===== src/rtl/chunk_adder.sv =====
// chunk_adder: multi-cycle adder that sums CHUNK bits per clock.
// Optional unsigned saturation; reports carry-out and signed overflow.
module chunk_adder #(
    parameter int WIDTH = 32,
    parameter int CHUNK = 8
) (
    input  logic             clk,
    input  logic             rst_n,
    input  logic             in_valid,
    output logic             in_ready,
    input  logic [WIDTH-1:0] a,
    input  logic [WIDTH-1:0] b,
    input  logic             cin,
    input  logic             sat,
    output logic             out_valid,
    input  logic             out_ready,
    output logic [WIDTH-1:0] sum,
    output logic             cout,
    output logic             ovf
);

    localparam int N  = WIDTH / CHUNK;
    localparam int KW = (N > 1) ? $clog2(N) : 1;
    localparam int IW = (WIDTH > 1) ? $clog2(WIDTH) : 1;

    typedef enum logic [1:0] {
        IDLE = 2'd0,
        RUN  = 2'd1,
        DONE = 2'd2
    } state_t;

    state_t state_q;
    state_t state_d;

    logic [KW-1:0]    k_q;
    logic             carry_q;
    logic             sat_q;
    logic [WIDTH-1:0] a_q;
    logic [WIDTH-1:0] b_q;
    logic [WIDTH-1:0] acc_q;
    logic [WIDTH-1:0] sum_q;
    logic             cout_q;
    logic             ovf_q;

    logic [IW-1:0]    base;
    logic [CHUNK-1:0] a_chunk;
    logic [CHUNK-1:0] b_chunk;
    logic [CHUNK:0]   chunk_sum;
    logic [WIDTH-1:0] acc_next;
    logic [WIDTH-1:0] sum_next;
    logic             ovf_next;
    logic             last_chunk;
    logic             accept;
    logic             retire;

    // Bit offset of the chunk being added this cycle.
    assign base = IW'(int'(k_q) * CHUNK);

    assign a_chunk = a_q[base +: CHUNK];
    assign b_chunk = b_q[base +: CHUNK];

    assign chunk_sum = {1'b0, a_chunk}
                     + {1'b0, b_chunk}
                     + {{CHUNK{1'b0}}, carry_q};

    assign last_chunk = (k_q == KW'(N - 1));

    assign accept = in_valid && in_ready;
    assign retire = out_valid && out_ready;

    // Partial result with the current chunk merged in.
    always_comb begin
        acc_next = acc_q;
        acc_next[base +: CHUNK] = chunk_sum[CHUNK-1:0];
    end

    // Final flags and (optionally saturated) sum from the last chunk.
    always_comb begin
        ovf_next = (a_q[WIDTH-1] == b_q[WIDTH-1])
                && (acc_next[WIDTH-1] != a_q[WIDTH-1]);
        sum_next = acc_next;
        if (sat_q && chunk_sum[CHUNK]) begin
            sum_next = '1;
        end
    end

    // State register.
    always_ff @(posedge clk or negedge rst_n) begin
        if (!rst_n) begin
            state_q <= IDLE;
        end else begin
            state_q <= state_d;
        end
    end

    // Next-state logic.
    always_comb begin
        state_d = state_q;
        unique case (1'b1)
            (state_q == IDLE): begin
                if (accept) begin
                    state_d = RUN;
                end
            end
            (state_q == RUN): begin
                if (last_chunk) begin
                    state_d = DONE;
                end
            end
            (state_q == DONE): begin
                if (retire) begin
                    state_d = IDLE;
                end
            end
            default: begin
                state_d = IDLE;
            end
        endcase
    end

    // Handshake outputs decoded from state.
    always_comb begin
        in_ready  = (state_q == IDLE);
        out_valid = (state_q == DONE);
    end

    // Operand capture and chunk-serial accumulation.
    always_ff @(posedge clk or negedge rst_n) begin
        if (!rst_n) begin
            a_q     <= '0;
            b_q     <= '0;
            sat_q   <= 1'b0;
            carry_q <= 1'b0;
            k_q     <= '0;
            acc_q   <= '0;
        end else if (accept) begin
            a_q     <= a;
            b_q     <= b;
            sat_q   <= sat;
            carry_q <= cin;
            k_q     <= '0;
            acc_q   <= '0;
        end else if (state_q == RUN) begin
            acc_q   <= acc_next;
            carry_q <= chunk_sum[CHUNK];
            if (last_chunk) begin
                k_q <= '0;
            end else begin
                k_q <= k_q + 1'b1;
            end
        end
    end

    // Visible result, updated only when entering DONE.
    always_ff @(posedge clk or negedge rst_n) begin
        if (!rst_n) begin
            sum_q  <= '0;
            cout_q <= 1'b0;
            ovf_q  <= 1'b0;
        end else if ((state_q == RUN) && last_chunk) begin
            sum_q  <= sum_next;
            cout_q <= chunk_sum[CHUNK];
            ovf_q  <= ovf_next;
        end
    end

    assign sum  = sum_q;
    assign cout = cout_q;
    assign ovf  = ovf_q;

endmodule


===== config.mk =====
export PLATFORM = sky130hd
export DESIGN_NAME = chunk_adder
export DESIGN_NICKNAME = d
export VERILOG_FILES = /design/src/rtl/chunk_adder.sv
export SDC_FILE = /design/constraint.sdc
export NUM_CORES = 1
export LEC_CHECK = 0
export CAP_MARGIN = 20
export CORE_ASPECT_RATIO = 0.6
export CORE_MARGIN = 4
export CORE_UTILIZATION = 30
export DETAILED_ROUTE_END_ITERATION = 10
export GPL_TIMING_DRIVEN = 1
export MAX_ROUTING_LAYER = met4
export PLACE_DENSITY = 0.57
export SLEW_MARGIN = 20
export SYNTH_ARGS = -nofsm -noshare
export SYNTH_HDL_FRONTEND = slang
export SYNTH_SLANG_ARGS = --single-unit

===== constraint.sdc =====
create_clock -name clk -period 6.6 [get_ports clk]
set_clock_uncertainty 0.15 [all_clocks]
set_input_delay 1.65 -clock clk [delete_from_list [all_inputs] [get_ports clk]]
set_output_delay 1.65 -clock clk [all_outputs]
set_load 0.03 [all_outputs]

==> ci_impl_report.md <==
### Flow metrics

| Metric | Value |
|---|---|
| Fin. Hold Viols | `0` |
| Vias in the first global route | `4,713` |
| Final slew viol count | `0` |
| Worst slew margin | `34.1%` |
| Cell area leaders | `dfrtp_1 (54%), mux2_2 (12%), mux4_2 (5.7%)` |
| Worst path arrival time | `4.23 ns` |
| Flops | `~140` |
| YS chip area | `0.00634 mm²` |
| Clk_buf instances | `17` |
| Critical path endpoint | `acc_q[22]` |
| Worst Path Buf+Inv | `0` |
| Final period utilization | `between 60 and 70%` |
| Post-DR vias/cell | `between 5 and 6` |
| Synth top cell by count | `dfrtp_1` |
| Critical Path RT | `6.71 ns` |
| Clock tree buffer depth | `2` |
| Slowest CP cell | `dfrtp_2` |
| CP top delay family | `adder cells` |
| FF-to-FF Start | `k_q[0]` |
| Dominant synthesized flop cell | `dfrtp_1` |
| Status | `finished clean` |
| Logic share of the area | `33.6%` |
| EDFF count, synth | `0` |
| H-Tree Depth | `4` |
| Worst path max stage delay | `0.90 ns` |
| Cell depth of the worst flop-to-flop path | `8` |
| CTS Root Cell | `clkbuf_16` |
| Max-Cap Viols | `0` |
| FMAX | `0.243 GHz` |
| CTS tree | `yes` |
| Worst R2R End | `acc_q[22]` |
| Hold WS | `0.323 ns` |
| Async S/R FF share, synth | `100%` |
| Comb. cell area | `between 0.002 and 0.003 mm²` |
| Grt total ovfl | `0` |
| Mapped Nets | `597` |
| Registers, synthesis | `approximately 140` |
| Clk slew on worst S/H paths | `roughly 0.060 ns` |
| Crit path from | `k_q[0]` |
| Final worst path period need | `between 4 and 5 ns` |
| Die Wd | `196 µm` |
| Site Rows | `40` |
| Repair and plain buffers | `110` |
| # placed instances | `868` |
| Post-route DRC | `0` |
| Post_cts resized | `0` |
| GRT met3 Usage | `3.62%` |
| Starting DRT DRC Count | `283` |
| Post CTS Setup Buffer Count | `0` |
| Met2 Use GR | `21.1%` |
| Most used routing layer | `met1` |
| Unique cell types | `51` |
| Comb gates | `342` |
| Yosys warning tally | `0` |
| CTS Buf Count | `17` |
| Worst Hold Class | `register to register` |
| GRT met1 Usage | `22.8%` |
| Top Layout Cells | `dfrtp_1 (135), clkdlybuf4s50_1 (104), mux2_2 (65)` |
| Inverter count | `7` |
| TNS Setup | `0 ns` |
| Average size of a mapped cell | `12.4 µm²` |
| RSZ-0062 raised after global routing | `false` |
| Slew @ Worst Pin | `0.988 ns` |
| Log Warnings | `31` |
| Met2 WL | `7.28 mm` |
| Final antenna-violating net count | `0` |
| Clk tree area frac | `7.29%` |
| Top-area cell share | `53.7%` |
| Die ar. | `0.0236 mm²` |
| Non-clk buf share | `13.2%` |
| Setup CP Type | `register to register` |
## logic make-up after synthesis
kind of cell	after synthesis	synth area share, %
compound gates	133	13.7
xor+xnor	5	0.809
fa+ha+maj	15	3.20
buf+inv	34	2.68
flops	136	53.7
mux	81	17.2
simple gates	108	8.70
## registers in the layout, summed over array words and instances, names as in the netlist
| register | flops |
|---|---|
| a_q | 32 |
| acc_q | 32 |
| b_q | 32 |
| carry_q | 1 |
| cout | 1 |
| k_q | 2 |
| ovf | 1 |
| sat_q | 1 |
| state_q | 2 |
| sum | 32 |
## per-stage QoR
stage,util (%),setup slack (ns),cell area [µm²]
after floorplan,-,3.21,6340
after global placement,37.5,2.58,7630
after detailed placement,37.5,2.49,7630
after CTS,40.4,2.49,8230
after global routing,40.4,2.22,8230
final,40.4,2.48,8230
power_grid.png
The bar under the picture is 50 µm long. Pins as bars on the die edge. Tap cells in grey.
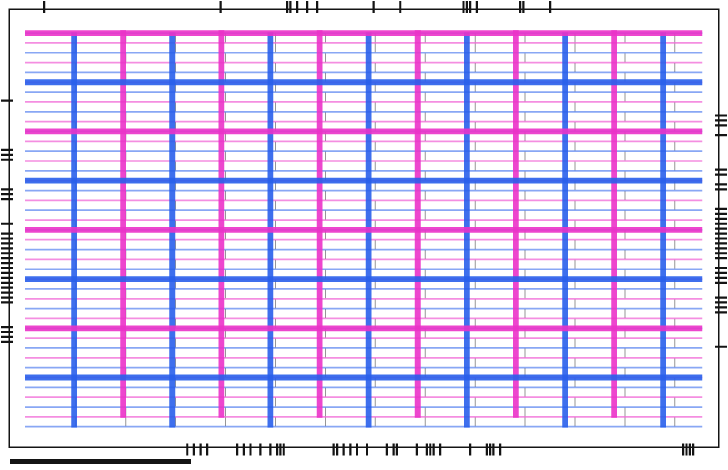
VSS: drawn in blue. VDD: drawn in magenta.
The core has 40 rows. 13 straps on met4. 41 met1 rails follow the rows.

placement_by_type.png
Fill, decap, tap and diode cells in grey.
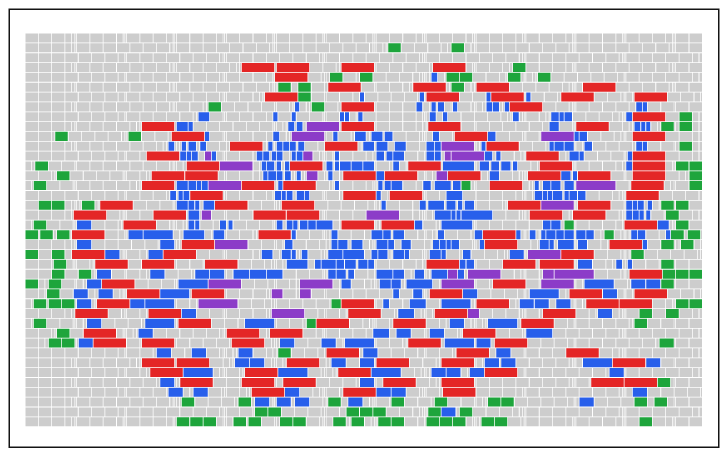
remaining buffers and delay cells: drawn in green, cells 110, share of their area 14%. combinational and other logic: drawn in blue, cells 349, share of their area 35%. sequential cells: drawn in red, cells 136, share of their area 43%. clock drivers and dummy loads: drawn in purple, cells 31, share of their area 7.6%.
flop share of the area: 41.4%
Core Util, Final: 40.4%
final instance area: 0.00823 mm²
Placeable Area: 0.0204 mm²

metal_density.png
39 x 24 tiles, from dark blue (low) to red (high), scaled to the fullest tile. Values are wire area over tile area, all layers added.
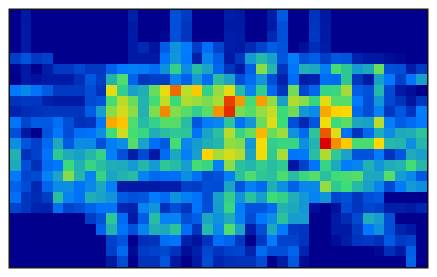
22% of the tiles are nearly empty. The densest ninth of the die: centre. 11% of the tiles are over half the peak. The emptiest ninth of the die: north-west. The mean over all tiles is 0.11. The fullest tile reaches 0.51.
Vias: 4,615
average wire per standard cell: 19.0 µm
Total Routing Usage GR: 15.3%
final WL: 17.1 mm

io_fan.png
The bar under the picture is 50 µm long.
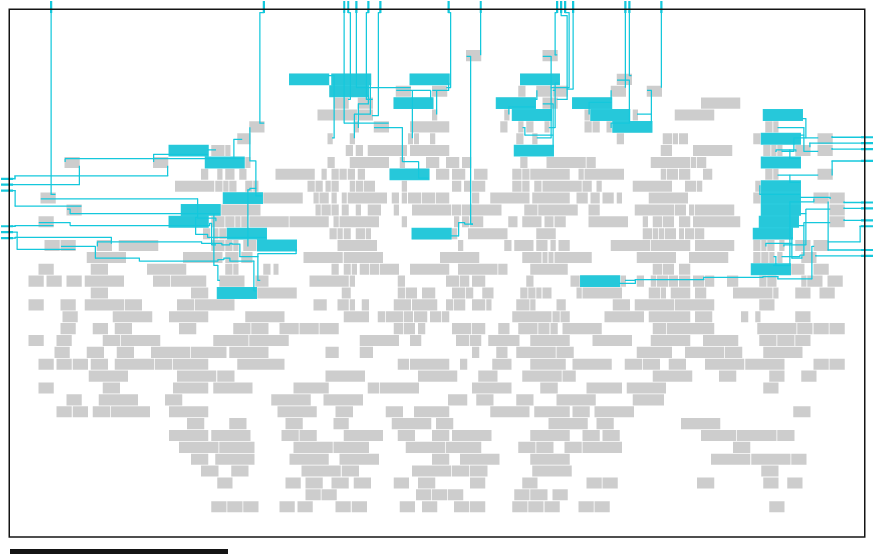
sum: drawn in cyan, bits 32, direction output, edge 16 north, 10 east, 6 west, end cells 32, buffers 32, wire 1,430 µm.
I/O Buffers: 105
IO Pins: 106

